**src/rtl/alu_pkg.sv**
```systemverilog
// Shared ALU opcode and RV32I encoding constants, used by the issue stage and the ALU.
package alu_pkg;

   typedef enum logic [4:0] {
      ALU_ADD  = 5'b00000,
      ALU_SLL  = 5'b00001,
      ALU_XOR  = 5'b00100,
      ALU_SRL  = 5'b00101,
      ALU_OR   = 5'b00110,
      ALU_AND  = 5'b00111,
      ALU_SUB  = 5'b01010,
      ALU_SRA  = 5'b01011,
      ALU_SLT  = 5'b01100,
      ALU_SLTU = 5'b01110
   } alu_op_e;

   localparam logic [6:0] OPC_OP     = 7'b0110011;
   localparam logic [6:0] OPC_OP_IMM = 7'b0010011;
   localparam logic [6:0] OPC_LUI    = 7'b0110111;
   localparam logic [6:0] OPC_AUIPC  = 7'b0010111;

   localparam logic [2:0] F3_ADD  = 3'b000;
   localparam logic [2:0] F3_SLL  = 3'b001;
   localparam logic [2:0] F3_SLT  = 3'b010;
   localparam logic [2:0] F3_SLTU = 3'b011;
   localparam logic [2:0] F3_XOR  = 3'b100;
   localparam logic [2:0] F3_SR   = 3'b101;
   localparam logic [2:0] F3_OR   = 3'b110;
   localparam logic [2:0] F3_AND  = 3'b111;

   localparam logic [6:0] F7_BASE = 7'b0000000;
   localparam logic [6:0] F7_ALT  = 7'b0100000;

   // Operation selected by funct3 alone when funct7 is the base encoding.
   function automatic alu_op_e f3_base_op(input logic [2:0] funct3);
      alu_op_e op;
      case (funct3)
         F3_SLL:  op = ALU_SLL;
         F3_SLT:  op = ALU_SLT;
         F3_SLTU: op = ALU_SLTU;
         F3_XOR:  op = ALU_XOR;
         F3_SR:   op = ALU_SRL;
         F3_OR:   op = ALU_OR;
         F3_AND:  op = ALU_AND;
         default: op = ALU_ADD;
      endcase
      return op;
   endfunction

endpackage

```
**src/rtl/alu_decode.sv**
```systemverilog
// Combinational RV32I integer-ALU decode: operands, ALU opcode, destination and illegal flag.
module alu_decode
   import alu_pkg::*;
(
   input  logic [31:0] instr,
   input  logic [31:0] pc,
   input  logic [31:0] rs1,
   input  logic [31:0] rs2,
   output logic [31:0] a,
   output logic [31:0] b,
   output logic [4:0]  op,
   output logic [4:0]  rd,
   output logic        illegal
);

   logic [6:0]  opcode;
   logic [2:0]  funct3;
   logic [6:0]  funct7;
   logic [31:0] imm_i;
   logic [31:0] imm_u;
   logic [31:0] a_t;
   logic [31:0] b_t;
   alu_op_e     op_t;
   logic        legal;

   assign opcode = instr[6:0];
   assign funct3 = instr[14:12];
   assign funct7 = instr[31:25];
   assign imm_i  = {{20{instr[31]}}, instr[31:20]};
   assign imm_u  = {instr[31:12], 12'b0};

   always_comb begin
      a_t   = '0;
      b_t   = '0;
      op_t  = ALU_ADD;
      legal = 1'b0;
      case (opcode)
         OPC_OP: begin
            a_t = rs1;
            b_t = rs2;
            if (funct7 == F7_BASE) begin
               legal = 1'b1;
               op_t  = f3_base_op(funct3);
            end else if (funct7 == F7_ALT && funct3 == F3_ADD) begin
               legal = 1'b1;
               op_t  = ALU_SUB;
            end else if (funct7 == F7_ALT && funct3 == F3_SR) begin
               legal = 1'b1;
               op_t  = ALU_SRA;
            end
         end
         OPC_OP_IMM: begin
            a_t = rs1;
            case (funct3)
               F3_SLL: begin
                  b_t = {27'b0, instr[24:20]};
                  if (funct7 == F7_BASE) begin
                     legal = 1'b1;
                     op_t  = ALU_SLL;
                  end
               end
               F3_SR: begin
                  b_t = {27'b0, instr[24:20]};
                  if (funct7 == F7_BASE) begin
                     legal = 1'b1;
                     op_t  = ALU_SRL;
                  end else if (funct7 == F7_ALT) begin
                     legal = 1'b1;
                     op_t  = ALU_SRA;
                  end
               end
               default: begin
                  b_t   = imm_i;
                  legal = 1'b1;
                  op_t  = f3_base_op(funct3);
               end
            endcase
         end
         OPC_LUI: begin
            b_t   = imm_u;
            legal = 1'b1;
         end
         OPC_AUIPC: begin
            a_t   = pc;
            b_t   = imm_u;
            legal = 1'b1;
         end
         default: legal = 1'b0;
      endcase
   end

   // Unsupported encodings are squashed to a harmless ADD 0,0 writing x0.
   assign a       = legal ? a_t : '0;
   assign b       = legal ? b_t : '0;
   assign op      = legal ? op_t : ALU_ADD;
   assign rd      = legal ? instr[11:7] : 5'd0;
   assign illegal = ~legal;

endmodule

```
**src/rtl/alu_issue_stage.sv**
```systemverilog
// ALU issue stage: one valid/ready register slice holding the decoded operands for the ALU.
module alu_issue_stage
   import alu_pkg::*;
(
   input  logic        clk,
   input  logic        rst_n,
   input  logic        in_valid,
   output logic        in_ready,
   input  logic [31:0] in_instr,
   input  logic [31:0] in_pc,
   input  logic [31:0] in_rs1_data,
   input  logic [31:0] in_rs2_data,
   input  logic        flush,
   output logic        out_valid,
   input  logic        out_ready,
   output logic [31:0] out_a,
   output logic [31:0] out_b,
   output logic [4:0]  out_alu_op,
   output logic [4:0]  out_rd,
   output logic        out_illegal
);

   logic [31:0] dec_a;
   logic [31:0] dec_b;
   logic [4:0]  dec_op;
   logic [4:0]  dec_rd;
   logic        dec_illegal;
   logic        xfer;

   alu_decode u_decode (
      .instr   (in_instr),
      .pc      (in_pc),
      .rs1     (in_rs1_data),
      .rs2     (in_rs2_data),
      .a       (dec_a),
      .b       (dec_b),
      .op      (dec_op),
      .rd      (dec_rd),
      .illegal (dec_illegal)
   );

   assign in_ready = ~out_valid | out_ready;
   assign xfer     = in_valid & in_ready & ~flush;

   always_ff @(posedge clk) begin
      if (!rst_n) begin
         out_valid   <= 1'b0;
         out_a       <= '0;
         out_b       <= '0;
         out_alu_op  <= ALU_ADD;
         out_rd      <= '0;
         out_illegal <= 1'b0;
      end else if (flush) begin
         out_valid <= 1'b0;
      end else if (xfer) begin
         out_valid   <= 1'b1;
         out_a       <= dec_a;
         out_b       <= dec_b;
         out_alu_op  <= dec_op;
         out_rd      <= dec_rd;
         out_illegal <= dec_illegal;
      end else if (out_ready) begin
         out_valid <= 1'b0;
      end
   end

endmodule

```
**config.mk**
```make
export PLATFORM = sky130hd
export DESIGN_NAME = alu_issue_stage
export DESIGN_NICKNAME = d
export VERILOG_FILES = /design/src/rtl/alu_pkg.sv /design/src/rtl/alu_decode.sv /design/src/rtl/alu_issue_stage.sv
export SDC_FILE = /design/constraint.sdc
export NUM_CORES = 1
export LEC_CHECK = 0
export ABC_CLOCK_PERIOD_IN_PS = 1600
export CAP_MARGIN = 0
export CELL_PAD_IN_SITES_DETAIL_PLACEMENT = 1
export CELL_PAD_IN_SITES_GLOBAL_PLACEMENT = 2
export CORE_ASPECT_RATIO = 1.1
export CORE_MARGIN = 1.5
export CORE_UTILIZATION = 18
export DETAILED_ROUTE_END_ITERATION = 8
export PLACE_DENSITY = 0.73
export RECOVER_POWER = 100
export REMOVE_ABC_BUFFERS = 1
export SYNTH_ARGS = -nofsm -noshare
export SYNTH_HDL_FRONTEND = slang
export SYNTH_SLANG_ARGS = --single-unit
```
**constraint.sdc**
```tcl
create_clock -name clk -period 1.6 [get_ports clk]
set_input_delay 0.24 -clock clk [delete_from_list [all_inputs] [get_ports clk]]
set_output_delay 0.24 -clock clk [all_outputs]
set_load 0.02 [all_outputs]
```
Power grid:
Bar = 50 um. Pins as bars on the die edge.
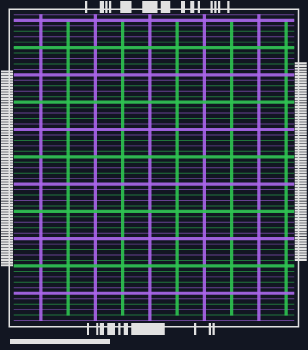
[VSS] purple
[VDD] green
rows: 56
signal pins: 210
met5 straps: 11
met1 rails: 57
Core Area: 21300 um2
Worst VDD drop: 424 uV
Die X: 143 um
die height: 157 um

Placed cells, one color a class:
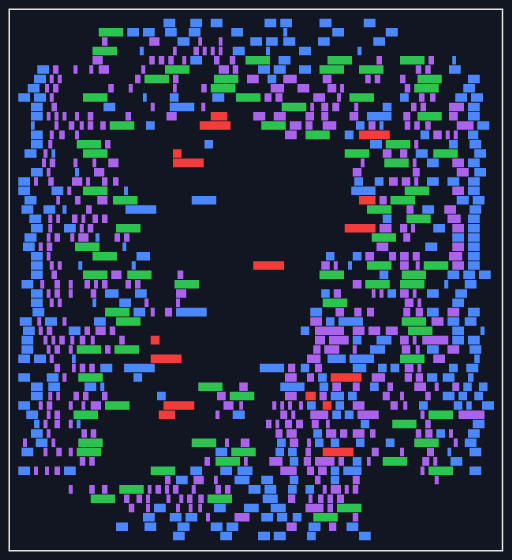
[flip-flops] green | cells: 75
[other buffers and delay cells] blue | cells: 284
[clock drivers and dummy loads] red | cells: 16
[all other logic] purple | cells: 401
flop share of the area: 0.208
post-route cell area: 7210 um2
Cell Rows: 56
post-layout util: 0.339

==> results_dict.tcl <==
# flow metrics
set metrics [dict create \
    grt_pass1_wl_mm 26.6 \
    vias_per_cell 4.54 \
    clock-sinks 75 \
    first_pass_iters 4 \
    p_sw_mw 1.29 \
    io_buffers 208 \
    largest_area_cell "dfxtp_1" \
    max_stage_delay_ns 0.63 \
    crit_path_max_fanout 2 \
    yosys_register_bits 75 \
    reg2reg_depth 7 \
    path_class "register to primary output" \
    post-route-period-util 0.987 \
    dpl_cell_area_um2 6710 \
    max_clock_freq_mhz 633 \
    drtAntennaViolNets 0 \
    inverters 35 \
    yosys_cells 525 \
    yosys.area.top_type_share 0.385 \
    ctsHoldBuffers 0 \
    antenna_found_initial 0 \
    hold_start "rst_n" \
    ys_sh_simple 0.268 \
    nClkBuffers 12 \
    cp_top_family "buffers and inverters" \
    rsz0062_at_grt "true" \
    clockPowerShare 0.422 \
    clock-root-buffer "clkbuf_16" \
    grt_max_degree 47 \
    power.leakage_nw 2.74 \
    switching_share 0.265 \
    layoutNonFillerInstCount 1066 \
    comb_area_um2 2240 \
    drt_iter0_drc 118 \
    grt_pass1_vias 5055 \
    power_density_nw_per_um2 676 \
    dieArea_um2 22600 \
    synth.avg_cell_area_um2 7.44 \
    fin_worst_skew_ns 0.00479 \
    pg_clk_mw 2.06 \
    placed_cells 1036 \
    outcome "finished clean" \
    xor_area_frac 0.00224 \
    n_all_buffers 284 \
    p_int_mw 3.59 \
    synthTopCellsByCount "nand2_1, dfxtp_1, nand3_1, o21ai_0, clkbuf_1" \
    fin_crit_ns 1.58 \
    reg.largest.list "out_a (32), out_b (32), out_rd (5)" \
]
## what timing repair did
item / 4_1_cts / 5_1_grt
resized: 21 / 78
cloned: 0 / 5
endpoints found under the setup margin: 75 / 95
pin swaps: 6 / 15
buffers inserted: 3 / 6
## layout by cell type (no fill, tap or decap), drive strengths merged, types with 2 or more instances in the layout
cell type,n
nand4,24
clkinvlp,3
dlygate4sd2,3
buf,75
a221o,20
and2,2
o21a,2
and3,6
clkbuf,42
o21ai,74
dfxtp,75
nor3,3
inv,36
clkdlybuf4s50,168
nor3b,3
nor2b,3
o22ai,3
nand2,106
a31oi,7
mux2,5
nor2,9
a21boi,22
a21oi,2
nand3,51
a32o,5
nand2b,4
dlymetal6s2s,7
